===== config.mk =====
export PLATFORM = sky130hd
export DESIGN_NAME = grf_wb_arbiter
export DESIGN_NICKNAME = d
export VERILOG_FILES = /design/src/rtl/grf_wb_arbiter.sv
export SDC_FILE = /design/constraint.sdc
export NUM_CORES = 1
export LEC_CHECK = 0
export CORE_ASPECT_RATIO = 0.6
export CORE_MARGIN = 2
export CORE_UTILIZATION = 55
export DETAILED_ROUTE_END_ITERATION = 8
export GPL_TIMING_DRIVEN = 0
export PLACE_DENSITY = 0.93
export SLEW_MARGIN = 25
export SYNTH_ARGS = -nofsm -noshare
export SYNTH_HDL_FRONTEND = slang
export SYNTH_SLANG_ARGS = --single-unit

===== constraint.sdc =====
create_clock -name Clk -period 2.3 [get_ports Clk]
set_input_delay 0.23 -clock Clk [delete_from_list [all_inputs] [get_ports Clk]]
set_output_delay 0.23 -clock Clk [all_outputs]
set_load 0.05 [all_outputs]

===== src/rtl/grf_wb_arbiter.sv =====
// Write-port arbiter for the general register file: pipeline writebacks take
// priority over buffered long-latency results; a pending scoreboard feeds the
// decoder's stall checks. Optional macro GRF_WB_BYPASS_EN enables a FIFO bypass.
module grf_wb_arbiter #(
  parameter int FIFO_DEPTH = 4,
  parameter int DATA_W     = 32,
  parameter int CNT_W      = $clog2(FIFO_DEPTH + 1)
) (
  input  logic              Clk,
  input  logic              Reset,
  input  logic              PipeWrite,
  input  logic [4:0]        PipeRD,
  input  logic [DATA_W-1:0] PipeWData,
  input  logic              LongIssue,
  input  logic [4:0]        LongIssueRD,
  input  logic              LongValid,
  input  logic [4:0]        LongRD,
  input  logic [DATA_W-1:0] LongWData,
  output logic              LongReady,
  output logic              RegWrite,
  output logic [4:0]        RD,
  output logic [DATA_W-1:0] WData,
  input  logic [4:0]        ChkRS1,
  input  logic [4:0]        ChkRS2,
  input  logic [4:0]        ChkRD,
  output logic              Busy1,
  output logic              Busy2,
  output logic              BusyD,
  output logic [CNT_W-1:0]  Count
);

  localparam int PTR_W = $clog2(FIFO_DEPTH);

  logic [4:0]        fifo_rd   [FIFO_DEPTH];
  logic [DATA_W-1:0] fifo_data [FIFO_DEPTH];
  logic [PTR_W-1:0]  wr_ptr, rd_ptr;
  logic [31:0]       pending, pending_set, pending_clr;
  logic              pipe_take, long_take, push, pop, bypass;
  logic [4:0]        head_rd;
  logic [DATA_W-1:0] head_data;

  // Ready comes from the registered occupancy only; a same-cycle pop does not open a slot.
  assign LongReady = (Count != CNT_W'(FIFO_DEPTH));

  always_comb begin
    pipe_take = PipeWrite && (PipeRD != '0);
    long_take = LongValid && LongReady && (LongRD != '0);
    pop       = !pipe_take && (Count != '0);
`ifdef GRF_WB_BYPASS_EN
    bypass    = !pipe_take && (Count == '0) && long_take;
`else
    bypass    = 1'b0;
`endif
    push      = long_take && !bypass;
    head_rd   = fifo_rd[rd_ptr];
    head_data = fifo_data[rd_ptr];

    pending_clr = '0;
    if (pop)
      pending_clr[head_rd] = 1'b1;
    else if (bypass)
      pending_clr[LongRD] = 1'b1;

    pending_set = '0;
    if (LongIssue && (LongIssueRD != '0))
      pending_set[LongIssueRD] = 1'b1;
  end

  always_ff @(posedge Clk) begin
    if (push) begin
      fifo_rd[wr_ptr]   <= LongRD;
      fifo_data[wr_ptr] <= LongWData;
    end
  end

  always_ff @(posedge Clk or negedge Reset) begin
    if (!Reset) begin
      wr_ptr   <= '0;
      rd_ptr   <= '0;
      Count    <= '0;
      pending  <= '0;
      RegWrite <= 1'b0;
      RD       <= '0;
      WData    <= '0;
    end else begin
      if (push) wr_ptr <= wr_ptr + PTR_W'(1);
      if (pop)  rd_ptr <= rd_ptr + PTR_W'(1);
      case ({push, pop})
        2'b10:   Count <= Count + CNT_W'(1);
        2'b01:   Count <= Count - CNT_W'(1);
        default: Count <= Count;
      endcase

      // Clear first, then set, so an issue to the same register wins.
      pending  <= (pending & ~pending_clr) | pending_set;

      RegWrite <= pipe_take || pop || bypass;
      if (pipe_take) begin
        RD    <= PipeRD;
        WData <= PipeWData;
      end else if (pop) begin
        RD    <= head_rd;
        WData <= head_data;
      end else if (bypass) begin
        RD    <= LongRD;
        WData <= LongWData;
      end
    end
  end

  assign Busy1 = (ChkRS1 != '0) && pending[ChkRS1];
  assign Busy2 = (ChkRS2 != '0) && pending[ChkRS2];
  assign BusyD = (ChkRD  != '0) && pending[ChkRD];

endmodule


==> images/port_trees.png <==
The bar under the picture is 50 um long.
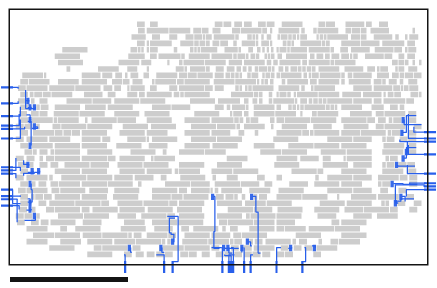
| colour | port | direction | edge | end cells | buffers | wire |
|---|---|---|---|---|---|---|
| blue | `PipeWData` | input | 13 west, 11 south, 8 east | 32 | 32 | 522 um |
IO Pins: 144
PortBufs: 134

==> images/ff_map.png <==
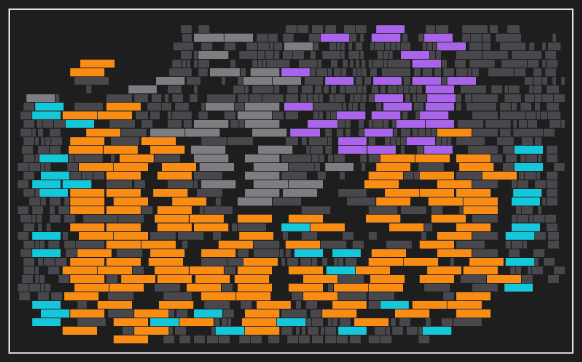
| colour | name in the netlist | sequential cells |
|---|---|---|
| cyan | `WData` | 32 |
| purple | `pending` | 31 |
| orange | `fifo_data` | 128 |
not coloured: 33
register share of the cell area: 51.6%
seq pwr: 6230 uW
Final Util: 70.7%
Reg area: 6350 um^2

==> impl_metrics.ini <==
; flow metrics
[outcome]
status = finished with violations
violations = setup timing

[cells_and_area]
layout-drive-gt1-share_pct = 17.6
n_antenna_cell = 0
fillers = 1140
lay_top_cells = edfxtp_1 (148), clkdlybuf4s50_1 (128), a21oi_1 (84), dfrtp_1 (71), mux4_2 (52)
area_delta_synth_final_pct = 24.1
nets = 897
fin_cells = 1039
layout.cells.most_common = edfxtp_1

[critical_path]
crit_path_end = Busy2
cp.arrival_ns = 2.34
endpoint_kind = primary output
critPathMaxFanout = 4
r2r-end = pending[6]$_DFF_PN0_
critPathKind = flip-flop to primary output
slowest_stage = or4_1
ff2ff_path_depth = 4
cp_slowest_stage_delay_ns = 0.52
worstSetupStartpoint = pending[27]$_DFF_PN0_

[grt]
antenna_found_initial = 2
grt_start_max_net_pins = 47
grt_pass1_wl_mm = 36.1
grt_usage_pct = 25.1
first_global_vias = 6471

[timing]
setup_violations = 2
skew_ns = 0.0146
fin_crit_sh_pct = 112
finalHoldViolations = 0
tightest_slew_ns = 1.01
relSlewSlack_pct = 32.7
layout_min_cycle_time_ns = 2.57
slew_viol_final = 0
worst_slack_ns = -0.273

[flow_run]
log.warning_count = 31
cap_violations = 0

[clock_network]
cts_tree = done
cts-buffers-inserted = 20
hold_buffers = 1
clock-sinks = 224
clock-root-buffer = clkbuf_16
clockBufferDepth = 3
postCtsSetupBuffers = 1
clk_latency_ns = 0.49
clk_pin_slew_ns = 0.07

[placed_design]
dp_hpwl_mm = 15.8
dp_cells = 1002
place_ws_ns = -0.513

[yosys]
yosys_area_um2 = 9920
yosysUniqueCellTypes = 47
ys_seq_share_pct = 64.0
edf_count = 148
ys_cells = 633
ys_seq_elements = 224
floorplan.nets = 738
synthArstFlopShare_pct = 33.9
ys.flop_type = edfxtp_1
synth_cells = 633
post_synth.cell_area_avg_um2 = 15.7

[floorplanning]
initCoreUtil_pct = 57.0
die_area_um2 = 19200
fp.dieW_um = 177
dieHeight_um = 108
core_area_um2 = 17400
num_rows = 37

[pwr]
combinationalPowerShare_pct = 39.4
pwr_density_cell_nw_per_um2 = 1290
clkPwrFrac_pct = 21.3
swShare_pct = 36.1
p_int_uw = 10100
max-vdd-ir-drop_uv = 842
seqPwrFrac_pct = 39.3
p_leak_uw = 0.00437

[detailed_routing]
wl_mm = 23.3
ant_nets = 0
wl_met1_mm = 9.66
drc_errors = 0
dr.first_iter.drc_count = 729
via_per_inst = 6.09
wl_per_cell_um = 22.4
dr.pass1.iters = 5
vias = 6328
highest_layer = met5

[worst_hold_path]
hold_class = input port to flip-flop
holdCritStartpoint = LongRD[0]
holdPathEnd = fifo_rd[0][0]$_DFFE_PP_
hold_path_depth = 1
[worst max-delay path, delay by kind of cell, from the launching register on]
kind | cells | cell delay (ns)
simple gates | 2 | 0.58
flops | 1 | 0.46
buf+inv | 1 | 0.17
mux | 2 | 0.63
[through the flow]
stage               setup TNS, ns  cell area [um^2]  hold slack, ns  power (uW)
floorplan                       0              9940         -0.0656       10400
global placement          -181.18             11600           0.493       12200
detailed placement         -50.08             11600           0.289       12400
CTS                        -0.293             12300           0.212       15800
global route               -0.448             12300          0.0821       16600
finish                     -0.356             12300          0.0760       15900
[area by class of cell]
| cell class | instances | share of cell area, % |
|---|---|---|
| Clock inverter | 7 | 0.691 |
| Buffer | 44 | 1.94 |
| Sequential cell | 224 | 51.6 |
| Clock buffer | 28 | 4.64 |
| Multi-Input combinational cell | 358 | 27.3 |
| Timing Repair Buffer | 137 | 11.2 |
| Inverter | 7 | 0.213 |
| Tap cell | 234 | 2.38 |
[synth_stat cells, types with 2 or more instances]
master | count | share of area [%]
a21oi_1 | 84 | 4.2
a31oi_1 | 15 | 0.95
a41oi_1 | 12 | 1.1
a41oi_2 | 4 | 0.66
and2_1 | 5 | 0.32
buf_1 | 3 | 0.11
buf_2 | 20 | 1.0
buf_4 | 3 | 0.23
buf_6 | 5 | 0.57
clkbuf_1 | 13 | 0.49
dfrtp_1 | 76 | 19
edfxtp_1 | 148 | 45
ha_1 | 5 | 0.63
inv_1 | 7 | 0.26
mux2_2 | 6 | 0.68
mux2i_1 | 49 | 4.9
mux4_1 | 5 | 1.3
mux4_2 | 52 | 12
nand2_1 | 24 | 0.91
nand2b_1 | 5 | 0.32
nand3_1 | 3 | 0.15
nand3b_1 | 3 | 0.23
nor2_1 | 46 | 1.7
nor2b_1 | 6 | 0.38
nor3_1 | 4 | 0.20
nor3b_1 | 2 | 0.15
nor3b_4 | 2 | 0.38
o31ai_1 | 2 | 0.15
or4_1 | 2 | 0.15
xnor2_1 | 4 | 0.35
xor2_1 | 2 | 0.18
[layer usage]
| layer | vias to the layer above | global-route usage [%] |
|---|---|---|
| met5 | - | 0 |
| li1 | 2797 | - |
| met2 | 352 | 38.2 |
| met1 | 3123 | 35.8 |
| met3 | 52 | 7.91 |
| met4 | 4 | 6.03 |
[kinds of logic (layout without fill, tap and decap cells)]
family          count (synthesis)  count (layout)  share of synthesized area (%)
xor+xnor                        6               6                          0.530
flops                         224             224                           64.0
buf+inv                        51             223                           2.67
mux                           112             112                           18.7
compound gates                125             125                           7.70
simple gates                  109             109                           5.56
fa+ha+maj                       6               6                          0.832
[power groups by stage]
stage          registers (uW)  clock network (uW)  logic [uW]
2_1_floorplan            6930                   0        3490
3_3_place_gp             6160                   0        6020
3_5_place_dp             6250                   0        6180
4_1_cts                  6190                3410        6250
5_1_grt                  6320                3590        6710
6_report                 6230                3380        6250
[state kept, by name, summed over array words and instances, names as in the netlist]
signal	flops
RegWrite	1
wr_ptr	2
rd_ptr	2
pending	31
fifo_rd	20
WData	32
RD	5
fifo_data	128
Count	3
Power figures rest on the tool's default switching activity, not on a simulated workload.
